===== src/rtl/ft_pkg.sv =====
// Shared types and constants for the lockstep fault-tolerance controller.
package ft_pkg;

  typedef enum logic [2:0] {
    IDLE    = 3'd0,
    BLOCK   = 3'd1,
    RESTORE = 3'd2,
    RESUME  = 3'd3,
    FATAL   = 3'd4
  } state_t;

  typedef enum logic [1:0] {
    AGREE  = 2'd0,
    MASKED = 2'd1,
    ERROR  = 2'd2,
    NONE   = 2'd3
  } vote_t;

  localparam int LANE_DMR = 2;
  localparam int LANE_TMR = 3;
  localparam int RF_ADDR_WIDTH_DEF = 5;

  function automatic int rf_depth(input int aw);
    return 1 << aw;
  endfunction

  localparam int RF_DEPTH = rf_depth(RF_ADDR_WIDTH_DEF);

endpackage


===== src/rtl/ft_voter.sv =====
// Combinational tuple voter: compares the masked retire tuples of all lanes
// and reports agreement, a masked single-lane fault (TMR) or an unresolvable error.
module ft_voter
  import ft_pkg::*;
#(
  parameter int NUM_LANES  = 3,
  parameter int ADDR_WIDTH = 5,
  parameter int DATA_WIDTH = 32
) (
  input  logic [NUM_LANES-1:0]            commit_i,
  input  logic [NUM_LANES-1:0]            we_i,
  input  logic [NUM_LANES*ADDR_WIDTH-1:0] addr_i,
  input  logic [NUM_LANES*DATA_WIDTH-1:0] data_i,
  input  logic [NUM_LANES*DATA_WIDTH-1:0] pc_i,
  output vote_t                           vote_o,
  output logic                            commit_o,
  output logic                            we_o,
  output logic [ADDR_WIDTH-1:0]           addr_o,
  output logic [DATA_WIDTH-1:0]           data_o,
  output logic [DATA_WIDTH-1:0]           pc_o,
  output logic [NUM_LANES-1:0]            odd_o
);

  localparam int TW = 2 + ADDR_WIDTH + 2 * DATA_WIDTH;

  logic [TW-1:0] tup_s [NUM_LANES];
  logic [TW-1:0] agreed_s;

  // Fields that carry no meaning are zeroed so they cannot cause false mismatches
  always_comb begin
    for (int k = 0; k < NUM_LANES; k++) begin
      tup_s[k] = {commit_i[k], we_i[k],
                  we_i[k]     ? addr_i[k*ADDR_WIDTH +: ADDR_WIDTH] : {ADDR_WIDTH{1'b0}},
                  we_i[k]     ? data_i[k*DATA_WIDTH +: DATA_WIDTH] : {DATA_WIDTH{1'b0}},
                  commit_i[k] ? pc_i[k*DATA_WIDTH +: DATA_WIDTH]   : {DATA_WIDTH{1'b0}}};
    end
  end

  if (NUM_LANES == LANE_TMR) begin : g_tmr
    logic eq01_s, eq02_s, eq12_s;
    assign eq01_s = (tup_s[0] == tup_s[1]);
    assign eq02_s = (tup_s[0] == tup_s[2]);
    assign eq12_s = (tup_s[1] == tup_s[2]);

    // Two equal pairs imply the third by transitivity, so the masked cases are exclusive
    always_comb begin
      odd_o    = '0;
      agreed_s = tup_s[0];
      if (commit_i == '0) begin
        vote_o = NONE;
      end else if (eq01_s && eq12_s) begin
        vote_o = AGREE;
      end else if (eq01_s) begin
        vote_o   = MASKED;
        odd_o[2] = 1'b1;
      end else if (eq02_s) begin
        vote_o   = MASKED;
        odd_o[1] = 1'b1;
      end else if (eq12_s) begin
        vote_o   = MASKED;
        odd_o[0] = 1'b1;
        agreed_s = tup_s[1];
      end else begin
        vote_o = ERROR;
      end
    end
  end else begin : g_dmr
    // With two lanes a mismatch is detectable but not attributable
    always_comb begin
      odd_o    = '0;
      agreed_s = tup_s[0];
      if (commit_i == '0) begin
        vote_o = NONE;
      end else if (tup_s[0] == tup_s[1]) begin
        vote_o = AGREE;
      end else begin
        vote_o = ERROR;
      end
    end
  end

  assign commit_o = agreed_s[TW-1];
  assign we_o     = agreed_s[TW-2];
  assign addr_o   = agreed_s[2*DATA_WIDTH +: ADDR_WIDTH];
  assign data_o   = agreed_s[DATA_WIDTH +: DATA_WIDTH];
  assign pc_o     = agreed_s[0 +: DATA_WIDTH];

endmodule


===== src/rtl/ft_lockstep_ctrl.sv =====
// Lockstep controller: votes on lane retires, keeps the shadow register file and
// checkpoint PC, and drives the block/restore/resume sequence after an error.
module ft_lockstep_ctrl
  import ft_pkg::*;
#(
  parameter int ADDR_WIDTH = 5,
  parameter int DATA_WIDTH = 32,
  parameter int NUM_LANES  = 3,
  parameter int MAX_RETRY  = 3,
  parameter int CNT_WIDTH  = 8
) (
  input  logic                            clk_i,
  input  logic                            rst_n,
  input  logic [NUM_LANES-1:0]            commit_i,
  input  logic [NUM_LANES-1:0]            we_i,
  input  logic [NUM_LANES*ADDR_WIDTH-1:0] addr_i,
  input  logic [NUM_LANES*DATA_WIDTH-1:0] data_i,
  input  logic [NUM_LANES*DATA_WIDTH-1:0] pc_i,
  output logic                            rf_we_o,
  output logic [ADDR_WIDTH-1:0]           rf_addr_o,
  output logic [DATA_WIDTH-1:0]           rf_data_o,
  output logic [DATA_WIDTH-1:0]           spc_o,
  output logic                            resume_o,
  output logic                            fetch_block_o,
  output logic [NUM_LANES-1:0]            fault_lane_o,
  output logic                            fatal_o,
  output logic [CNT_WIDTH-1:0]            err_cnt_o
);

  localparam int DEPTH = rf_depth(ADDR_WIDTH);
  localparam int RW    = (MAX_RETRY < 1) ? 1 : $clog2(MAX_RETRY + 1);
  localparam logic [ADDR_WIDTH-1:0] ADDR_LAST = {ADDR_WIDTH{1'b1}};
  localparam logic [CNT_WIDTH-1:0]  CNT_MAX   = {CNT_WIDTH{1'b1}};

  if (NUM_LANES != LANE_DMR && NUM_LANES != LANE_TMR) begin : g_bad_lanes
    $error("ft_lockstep_ctrl: NUM_LANES must be 2 or 3");
  end

  vote_t                  vote_s;
  logic                   v_commit_s;
  logic                   v_we_s;
  logic [ADDR_WIDTH-1:0]  v_addr_s;
  logic [DATA_WIDTH-1:0]  v_data_s;
  logic [DATA_WIDTH-1:0]  v_pc_s;
  logic [NUM_LANES-1:0]   v_odd_s;
  logic                   accept_s;
  logic [CNT_WIDTH-1:0]   err_cnt_d;

  state_t                 state_q;
  logic [DATA_WIDTH-1:0]  shadow_q [DEPTH];
  logic [DATA_WIDTH-1:0]  spc_q;
  logic                   rf_we_q;
  logic [ADDR_WIDTH-1:0]  rf_addr_q;
  logic                   resume_q;
  logic                   fetch_block_q;
  logic [NUM_LANES-1:0]   fault_q;
  logic                   fatal_q;
  logic [CNT_WIDTH-1:0]   err_cnt_q;
  logic [RW-1:0]          retry_q;

  ft_voter #(
    .NUM_LANES  (NUM_LANES),
    .ADDR_WIDTH (ADDR_WIDTH),
    .DATA_WIDTH (DATA_WIDTH)
  ) u_voter (
    .commit_i (commit_i),
    .we_i     (we_i),
    .addr_i   (addr_i),
    .data_i   (data_i),
    .pc_i     (pc_i),
    .vote_o   (vote_s),
    .commit_o (v_commit_s),
    .we_o     (v_we_s),
    .addr_o   (v_addr_s),
    .data_o   (v_data_s),
    .pc_o     (v_pc_s),
    .odd_o    (v_odd_s)
  );

  assign accept_s  = (state_q == IDLE) && ((vote_s == AGREE) || (vote_s == MASKED));
  assign err_cnt_d = (err_cnt_q == CNT_MAX) ? err_cnt_q : err_cnt_q + CNT_WIDTH'(1);

  // Shadow register file; entry 0 stays zero because it is never written
  always_ff @(posedge clk_i or negedge rst_n) begin
    if (!rst_n) begin
      for (int i = 0; i < DEPTH; i++) begin
        shadow_q[i] <= '0;
      end
    end else if (accept_s && v_commit_s && v_we_s && (v_addr_s != '0)) begin
      shadow_q[v_addr_s] <= v_data_s;
    end
  end

  // Replay FSM with registered status outputs
  always_ff @(posedge clk_i or negedge rst_n) begin
    if (!rst_n) begin
      state_q       <= IDLE;
      spc_q         <= '0;
      rf_we_q       <= 1'b0;
      rf_addr_q     <= '0;
      resume_q      <= 1'b0;
      fetch_block_q <= 1'b0;
      fault_q       <= '0;
      fatal_q       <= 1'b0;
      err_cnt_q     <= '0;
      retry_q       <= '0;
    end else begin
      case (state_q)
        IDLE: begin
          case (vote_s)
            AGREE, MASKED: begin
              spc_q   <= v_pc_s;
              retry_q <= '0;
              if (vote_s == MASKED) begin
                fault_q   <= fault_q | v_odd_s;
                err_cnt_q <= err_cnt_d;
              end
            end
            ERROR: begin
              err_cnt_q     <= err_cnt_d;
              fetch_block_q <= 1'b1;
              if (retry_q == RW'(MAX_RETRY)) begin
                state_q <= FATAL;
                fatal_q <= 1'b1;
              end else begin
                retry_q <= retry_q + RW'(1);
                state_q <= BLOCK;
              end
            end
            default: begin
            end
          endcase
        end
        BLOCK: begin
          // Let in-flight retires drain before restoring state
          if (commit_i == '0) begin
            state_q   <= RESTORE;
            rf_we_q   <= 1'b1;
            rf_addr_q <= '0;
          end
        end
        RESTORE: begin
          if (rf_addr_q == ADDR_LAST) begin
            state_q   <= RESUME;
            rf_we_q   <= 1'b0;
            rf_addr_q <= '0;
            resume_q  <= 1'b1;
          end else begin
            rf_addr_q <= rf_addr_q + ADDR_WIDTH'(1);
          end
        end
        RESUME: begin
          resume_q      <= 1'b0;
          fetch_block_q <= 1'b0;
          state_q       <= IDLE;
        end
        FATAL: begin
          fetch_block_q <= 1'b1;
          fatal_q       <= 1'b1;
        end
        default: begin
          state_q       <= FATAL;
          fetch_block_q <= 1'b1;
          fatal_q       <= 1'b1;
        end
      endcase
    end
  end

  assign rf_we_o       = rf_we_q;
  assign rf_addr_o     = rf_addr_q;
  assign rf_data_o     = rf_we_q ? shadow_q[rf_addr_q] : '0;
  assign spc_o         = spc_q;
  assign resume_o      = resume_q;
  assign fetch_block_o = fetch_block_q;
  assign fault_lane_o  = fault_q;
  assign fatal_o       = fatal_q;
  assign err_cnt_o     = err_cnt_q;

endmodule


===== config.mk =====
export PLATFORM = sky130hd
export DESIGN_NAME = ft_lockstep_ctrl
export DESIGN_NICKNAME = d
export VERILOG_FILES = /design/src/rtl/ft_pkg.sv /design/src/rtl/ft_voter.sv /design/src/rtl/ft_lockstep_ctrl.sv
export SDC_FILE = /design/constraint.sdc
export NUM_CORES = 2
export LEC_CHECK = 0
export CORE_MARGIN = 1.5
export CORE_UTILIZATION = 40
export CTS_CLUSTER_DIAMETER = 30
export DETAILED_ROUTE_END_ITERATION = 16
export GPL_TIMING_DRIVEN = 1
export PLACE_DENSITY_LB_ADDON = 0.15
export SYNTH_ARGS = -nofsm -noshare
export SYNTH_HDL_FRONTEND = slang
export SYNTH_HIERARCHICAL = 1
export SYNTH_SLANG_ARGS = --single-unit

===== constraint.sdc =====
create_clock -name clk_i -period 2.75 [get_ports clk_i]
set_input_delay 0.275 -clock clk_i [delete_from_list [all_inputs] [get_ports clk_i]]
set_output_delay 0.275 -clock clk_i [all_outputs]
set_load 0.05 [all_outputs]

==> impl_metrics.json <==
{
  "path_clk_slew_ns": 0.05,
  "grt_pass1_vias": 43700,
  "die_h_um": 372,
  "crit_cells": 20,
  "top_cells_by_area": "dfrtp_1 (50%), mux2_2 (21%), mux4_2 (6.7%), mux2i_1 (4.8%), o21ai_0 (1.9%)",
  "min_to": "spc_o[27]$_DFFE_PN0P_",
  "numClockSinks": 1081,
  "status": "finished, violations left",
  "synth_chip_area_mm2": 0.0543,
  "grt_usage_pct": 31.1,
  "wl_met2_um": 107000,
  "worstReg2RegStart": "state_q[2]$_DFFE_PN0P_",
  "timing.setup.tns_ns": -523.03,
  "syn_avg_cell_area_um2": 12.9,
  "rsz0062_at_grt": "yes",
  "lay_top_count": "dfrtp_1",
  "r2r_cells": 8,
  "cts_tree": "built",
  "warnings": 34,
  "min_path_type": "primary input to flop",
  "drive_gt1_share_pct": 55.0,
  "largest_area_cell": "dfrtp_1",
  "hold_violations": 0,
  "yosysMostFrequentCell": "dfrtp_1",
  "hold_path_depth": 4,
  "largest-register": "shadow_q",
  "antenna_found_initial": 25,
  "violations": "negative setup slack",
  "cts.path.max_buffers": 3,
  "globalRouteMet3Util_pct": 5.64,
  "finalSetupViolations": 1025,
  "syn_to_final_growth_pct": 52.9,
  "setup_ws_ns": -0.777,
  "crit_family": "simple AND/OR/NAND/NOR gates"
}
-- layout make-up --
type	count	area, um2	area share (%)
Clock inverter	157	2260	2.72
Multi-Input combinational cell	2693	30700	37.0
Antenna cell	17	42.5	0.0512
Tap cell	1781	2230	2.68
Sequential cell	1081	27100	32.6
Inverter	31	126	0.152
Timing Repair Buffer	1179	14300	17.3
Clock buffer	281	6310	7.60
-- cell families (layout without fill, tap and decap cells) --
family / count (synthesis) / in the layout / synth area share [%]
multiplexers: 1450 / 1452 / 32.8
buffers and inverters: 445 / 1648 / 3.44
adder cells (fa/ha/maj): 5 / 5 / 0.115
other: 0 / 17 / 0
flip-flops: 1081 / 1081 / 49.8
AND/OR/NAND/NOR: 577 / 577 / 5.74
XOR/XNOR: 97 / 97 / 1.56
AND-OR/OR-AND: 562 / 562 / 6.53
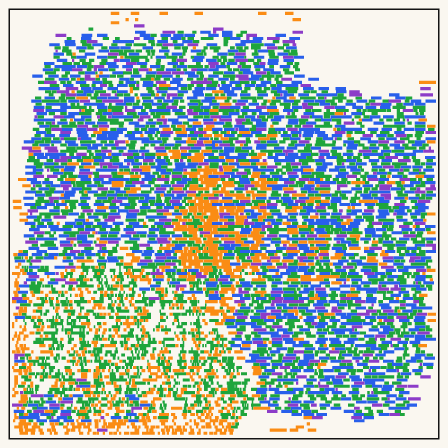
**Above:** cell classes on the final placement.
- blue: registers (cells 1,081)
- purple: clock drivers and dummy loads (cells 438)
- orange: remaining buffers and delay cells (cells 1,179)
- green: remaining logic cells (cells 2,724)
# rows: 135
CORE AREA: 0.135 mm2
post-layout util: 61.5%

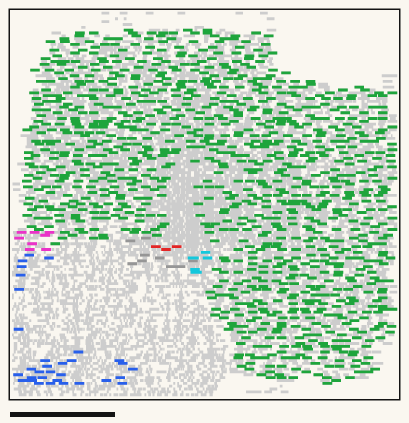
**Above:** register map, names as in the netlist.
Scale bar: 100 um. Other sequential cells in the stronger gray, the rest of the logic in the fainter gray.
- green: shadow_q (flops 1,024; where spread over the die)
- blue: spc_o (flops 32)
- magenta: err_cnt_o (flops 8; where west)
- red: state_q (flops 3)
- cyan: rf_addr_o (flops 5)
register area: 0.0271 mm2
sequential share of cell area: 32.6%
Seq. pwr: 16.0 mW

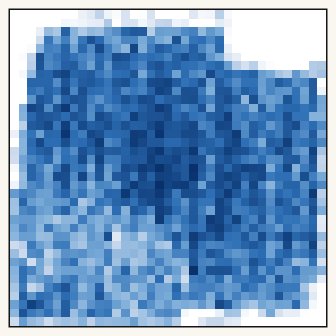
**Above:** cell area per tile.
37 x 37 tiles, from white (low) to dark blue (high), 0 to 100% covered.
- nearly empty tiles: 10%
- fullest tile: 100%
- densest ninth of the die: center
- mean over tiles: 59%
- emptiest ninth of the die: north-east
- tiles over 75% full: 34%

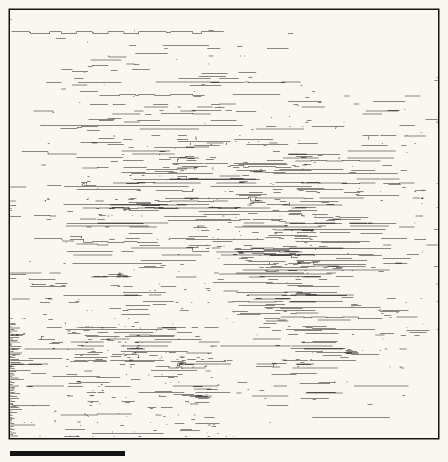
**Above:** met3 routing.
Scale bar: 100 um.
- nets with wire on the layer: 622
- wire length on this layer: 15,400 um
DRT Wirelength: 228,000 um
DR vias: 42,900

Power figures rest on the tool's default switching activity, not on a simulated workload.
